[src/rtl/gpio_scan_ctrl.sv]
// gpio_scan_ctrl: GPIO scan-packet responder that drives one dual-port SRAM access per global_csb strobe.
// Optional GPIO_SCAN_PARITY_EN adds an even-parity bit at packet bit 0 and a sticky parity_err output.
module gpio_scan_ctrl #(
    parameter int NUM_SRAM = 12,
    parameter int ADDR_W   = 16
) (
    input  logic                     gpio_clk,
    input  logic                     gpio_resetn,
    input  logic                     gpio_in,
    input  logic                     gpio_scan,
    input  logic                     gpio_sram_load,
    input  logic                     global_csb,
    output logic                     gpio_out,
`ifdef GPIO_SCAN_PARITY_EN
    output logic                     parity_err,
`endif
    output logic [NUM_SRAM-1:0]      sram_csb0,
    output logic [NUM_SRAM-1:0]      sram_csb1,
    output logic                     sram_web0,
    output logic                     sram_web1,
    output logic [ADDR_W-1:0]        sram_addr0,
    output logic [ADDR_W-1:0]        sram_addr1,
    output logic [31:0]              sram_din0,
    output logic [31:0]              sram_din1,
    output logic [3:0]               sram_wmask0,
    output logic [3:0]               sram_wmask1,
    input  logic [NUM_SRAM*32-1:0]   sram_dout0,
    input  logic [NUM_SRAM*32-1:0]   sram_dout1
);

`ifdef GPIO_SCAN_PARITY_EN
    localparam int OFF = 1;
`else
    localparam int OFF = 0;
`endif
    localparam int PW        = 112 + OFF;
    localparam int SEL_LSB   = OFF + 108;
    localparam int ADDR0_LSB = OFF + 92;
    localparam int DIN0_LSB  = OFF + 60;
    localparam int CSB0_BIT  = OFF + 59;
    localparam int WEB0_BIT  = OFF + 58;
    localparam int WM0_LSB   = OFF + 54;
    localparam int ADDR1_LSB = OFF + 38;
    localparam int DIN1_LSB  = OFF + 6;
    localparam int CSB1_BIT  = OFF + 5;
    localparam int WEB1_BIT  = OFF + 4;
    localparam int WM1_LSB   = OFF;

    typedef enum logic {
        IDLE,
        ACCESS
    } state_e;

    state_e        state_q, state_d;
    logic [PW-1:0] shiftReg_q, shiftReg_d;
    logic [31:0]   dout0_q, dout0_d;
    logic [31:0]   dout1_q, dout1_d;

    logic [3:0]    selF;
    logic [15:0]   addr0F, addr1F;
    logic [31:0]   din0F, din1F;
    logic          csb0F, web0F, csb1F, web1F;
    logic [3:0]    wmask0F, wmask1F;
    logic [31:0]   rdData0, rdData1;
    logic          accessCycle;
    logic          accessGo;

    assign selF    = shiftReg_q[SEL_LSB +: 4];
    assign addr0F  = shiftReg_q[ADDR0_LSB +: 16];
    assign din0F   = shiftReg_q[DIN0_LSB +: 32];
    assign csb0F   = shiftReg_q[CSB0_BIT];
    assign web0F   = shiftReg_q[WEB0_BIT];
    assign wmask0F = shiftReg_q[WM0_LSB +: 4];
    assign addr1F  = shiftReg_q[ADDR1_LSB +: 16];
    assign din1F   = shiftReg_q[DIN1_LSB +: 32];
    assign csb1F   = shiftReg_q[CSB1_BIT];
    assign web1F   = shiftReg_q[WEB1_BIT];
    assign wmask1F = shiftReg_q[WM1_LSB +: 4];

    assign accessCycle = !global_csb && !gpio_scan;

`ifdef GPIO_SCAN_PARITY_EN
    logic parityErr_q, parityErr_d;
    logic parityBad;

    assign parityBad   = ^shiftReg_q;
    assign accessGo    = accessCycle && !parityBad;
    assign parityErr_d = parityErr_q || (accessCycle && parityBad);
    assign parity_err  = parityErr_q;

    always_ff @(posedge gpio_clk or negedge gpio_resetn) begin
        if (!gpio_resetn) begin
            parityErr_q <= 1'b0;
        end else begin
            parityErr_q <= parityErr_d;
        end
    end
`else
    assign accessGo = accessCycle;
`endif

    assign gpio_out    = shiftReg_q[PW-1];
    assign sram_web0   = web0F;
    assign sram_web1   = web1F;
    assign sram_addr0  = addr0F[ADDR_W-1:0];
    assign sram_addr1  = addr1F[ADDR_W-1:0];
    assign sram_din0   = din0F;
    assign sram_din1   = din1F;
    assign sram_wmask0 = wmask0F;
    assign sram_wmask1 = wmask1F;

    // Reset gates the selects too, so an in-flight access is dropped the instant reset asserts.
    always_comb begin
        sram_csb0 = '1;
        sram_csb1 = '1;
        if (gpio_resetn && accessGo) begin
            for (int k = 0; k < NUM_SRAM; k++) begin
                if (int'(selF) == k) begin
                    sram_csb0[k] = csb0F;
                    sram_csb1[k] = csb1F;
                end
            end
        end
    end

    always_comb begin
        rdData0 = '0;
        rdData1 = '0;
        for (int k = 0; k < NUM_SRAM; k++) begin
            if (int'(selF) == k) begin
                rdData0 = sram_dout0[k*32 +: 32];
                rdData1 = sram_dout1[k*32 +: 32];
            end
        end
    end

    always_comb begin
        state_d    = accessGo ? ACCESS : IDLE;
        dout0_d    = dout0_q;
        dout1_d    = dout1_q;
        shiftReg_d = shiftReg_q;
        // sel/csb/web still hold the access-cycle values here: no shift can happen while in ACCESS.
        if (state_q == ACCESS) begin
            dout0_d = (!csb0F && web0F) ? rdData0 : 32'h0;
            dout1_d = (!csb1F && web1F) ? rdData1 : 32'h0;
        end
        if (gpio_sram_load) begin
            shiftReg_d[DIN0_LSB +: 32] = dout0_q;
            shiftReg_d[DIN1_LSB +: 32] = dout1_q;
        end else if (gpio_scan) begin
            shiftReg_d = {shiftReg_q[PW-2:0], gpio_in};
        end
    end

    always_ff @(posedge gpio_clk or negedge gpio_resetn) begin
        if (!gpio_resetn) begin
            state_q    <= IDLE;
            shiftReg_q <= '0;
            dout0_q    <= '0;
            dout1_q    <= '0;
        end else begin
            state_q    <= state_d;
            shiftReg_q <= shiftReg_d;
            dout0_q    <= dout0_d;
            dout1_q    <= dout1_d;
        end
    end

endmodule

[config.mk]
export PLATFORM = sky130hd
export DESIGN_NAME = gpio_scan_ctrl
export DESIGN_NICKNAME = d
export VERILOG_FILES = /design/src/rtl/gpio_scan_ctrl.sv
export SDC_FILE = /design/constraint.sdc
export NUM_CORES = 1
export LEC_CHECK = 0
export CORE_AREA = 3 3 354 356
export CTS_CLUSTER_SIZE = 8
export DETAILED_ROUTE_END_ITERATION = 8
export DIE_AREA = 0 0 357 359
export PLACE_DENSITY_LB_ADDON = 0.2
export RECOVER_POWER = 50
export SLEW_MARGIN = 5
export SYNTH_ARGS = -nofsm -noshare
export SYNTH_HDL_FRONTEND = slang
export SYNTH_SLANG_ARGS = --single-unit
[constraint.sdc]
create_clock -name gpio_clk -period 2.35 [get_ports gpio_clk]
set_clock_uncertainty 0.1 [all_clocks]
set_input_delay 0.47 -clock gpio_clk [delete_from_list [all_inputs] [get_ports gpio_clk]]
set_output_delay 0.47 -clock gpio_clk [all_outputs]
set_load 0.01 [all_outputs]
### Sequential cells grouped by signal name

Scale bar: 100 µm. Other sequential cells in the stronger gray, the rest of the logic in the fainter gray.
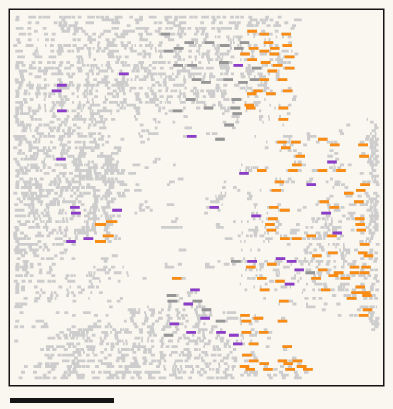
name in the netlist	color	flops
`shiftReg_q`	orange	112
`dout0_q`	purple	32
not colored	33

### Placed cells, one color a class

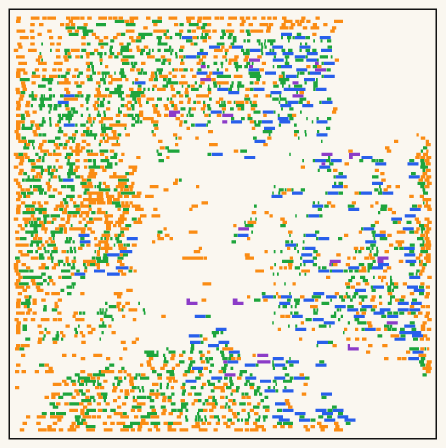
class	color	cells	share of their area
registers	blue	177	15%
clock drivers and dummy loads	purple	32	2.0%
remaining buffers and delay cells	orange	1295	45%
remaining logic cells	green	1340	37%

### Cell area per tile

The die is cut into 36 by 36 equal tiles; white is low, dark blue is high, 0 to 100% covered.
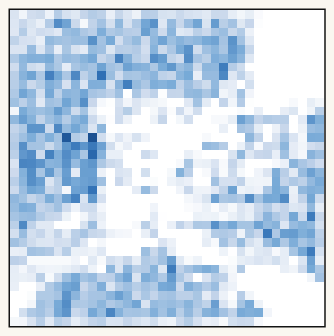
nearly empty tiles	24%
densest ninth of the die	west
emptiest ninth of the die	center
mean over tiles	23%

### Metal 3

Scale bar: 100 µm.
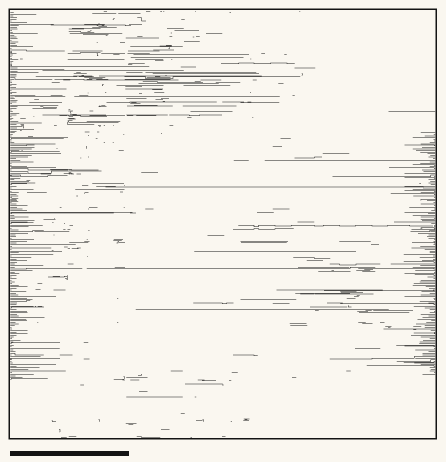
wire length on this layer	11300 µm
main direction	horizontal
longest straight run	266 µm
share of all routed wire	7.3%
nets with wire on the layer	603

### Cell outlines without signal wires

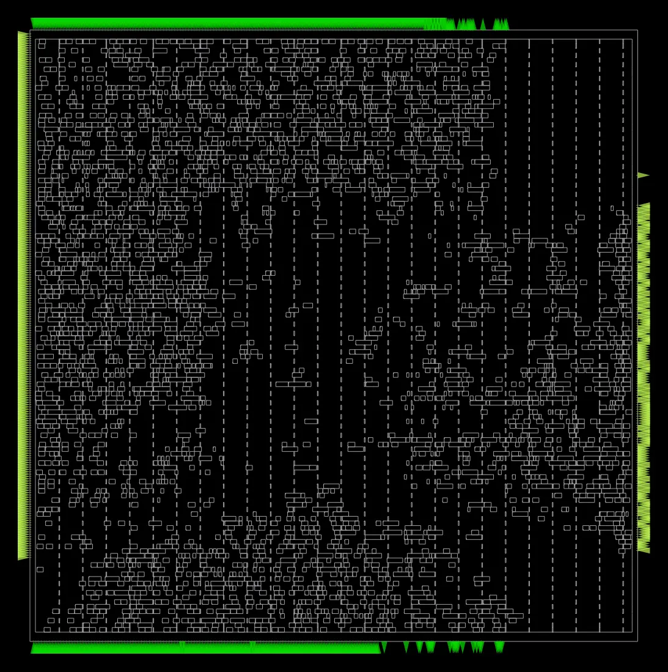
Site Rows: 128
tapcells inserted: 1625
utilization after layout: 25.59%

==> deck_impl_summary.md <==
Key Metrics from the Run

Yosys
  – Post-synth EDFFs: 0
  – Area leader, netlist: dfrtp_1
  – Unique masters post-synth: 69
  – Synthesized area per cell: roughly 8.5 µm²
  – Ys flop type: dfrtp_1
  – Cell area leaders: dfrtp_1 (29%), mux2i_1 (6.9%), mux2_2 (6.0%)
  – Largest type area fraction: around 29%
  – Synth flops: 177
  – Complex Gates by Area: about 31%
  – Top logic family: AND-OR/OR-AND gates
  – Adder Area Share: 0%
  – Post-Synth Simple-Gate Area: approximately 12%

Setup path
  – Critical path arrival: around 3000 ps
  – WP depth: 9
  – Crit path max-delay family: AND-OR/OR-AND gates
  – Crit path max fanout: 5
  – Crit path launch: shiftReg_q[108]
  – Crit Path Class: flop to flop
  – CP Launch Type: flop
  – Critical R2R Capture: dout1_q[16]
  – CP Capture Type: flop
  – R2r setup slk: -400 ps
  – Critical Path RT: approximately 2600 ps

Clock tree
  – Hold Buf Count CTS: 1
  – CTS Buffer Depth: 2
  – CTS tree: done
  – CTS root buffer: clkbuf_16
  – Sink Count: 177

Run
  – Tool warnings: 28
  – Maxcap violations: 0

Cells and area
  – Fin area: 31230 µm²
  – Register area: around 4400 µm²
  – Final cell count without fillers: 4506
  – Top cells excl fill/tap: clkdlybuf4s50_1 (876), buf_4 (240), dfrtp_1 (173)
  – Logic area: 10840 µm²
  – Max FFs per register: between 100 and 150

STA
  – Tcrit/Tclk final: 117.0%
  – Worst setup margin: -398.9 ps
  – Fmax: 0.3638 GHz
  – Worst Tran Pin Value: around 1300 ps
  – Minimum clock period after layout: between 2000 and 3000 ps
  – Final Hold Violating Endpoints: 0
  – Final TNS setup: -7390 ps
  – Final setup fails: about 50
  – Unrepaired setup endpoints after global routing: yes

Power and ir drop
  – Part of the power in registers: a little over a third
  – Clock share of power: between 20 and 30%
  – Leak: 11.72 nW
  – Comb pwr share: about a third
  – Total power per unit cell area: 344.7 nW/µm²
  – Switch Pwr: ~3.5 mW

GRT
  – GRT met3 Usage: 5.332%
  – Met1 Use GR: 31.23%
  – Largest net degree at the start of global routing: ~96
  – Total gr overflow: 0

Placement
  – Pre-CTS WS: -608.5 ps
  – Placed wire-length estimate: 130800 µm
  – Placed cell areas: about 28000 µm²
  – Placed cell count: about 4.3k

Hold path
  – Hold Crit Depth: 3
  – Hold-critical path endpoint: shiftReg_q[71]
  – Hold Path Class: input pin to flop

Route
  – Starting DRC count in detailed routing: ~1.7k
  – Drt drc: 0
  – Drt pass-1 iters: 7
  – Final wirelength: 155900 µm

Floorplanning
  – FP Core Util: about 13%
  – I/O pin count: 905
  – Core area: about 120000 µm²

Status
  – Failing checks: setup timing
  – Status: complete, but fails checks
[power groups by stage]
stage               Combinational [mW]  Sequential, mW  Clock (mW)
detailed placement                3.56            3.95           0
global placement                  3.55            3.95           0
floorplan                         1.30            3.69           0
CTS                               3.67            3.89        3.35
finish                            3.68            3.87        3.22
global route                      3.91            3.93        3.40
[layer usage]
metal | vias up | share of wire, %
met3 | 146 | 7.3
met4 | 26 | 2.0
met1 | 10360 | 44
met5 | - | 0.12
met2 | 973 | 47
li1 | 8911 | -
[layout make-up]
type / count / share of cell area, %
timing repair buffer: 1295 / 42.23
clock buffer: 19 / 1.450
inverter: 9 / 0.1162
clock inverter: 13 / 0.4527
tap: 1625 / 6.510
sequential: 177 / 14.23
antenna: 37 / 0.2965
multi-input combinational: 1331 / 34.71
Power figures rest on the tool's default switching activity, not on a simulated workload.
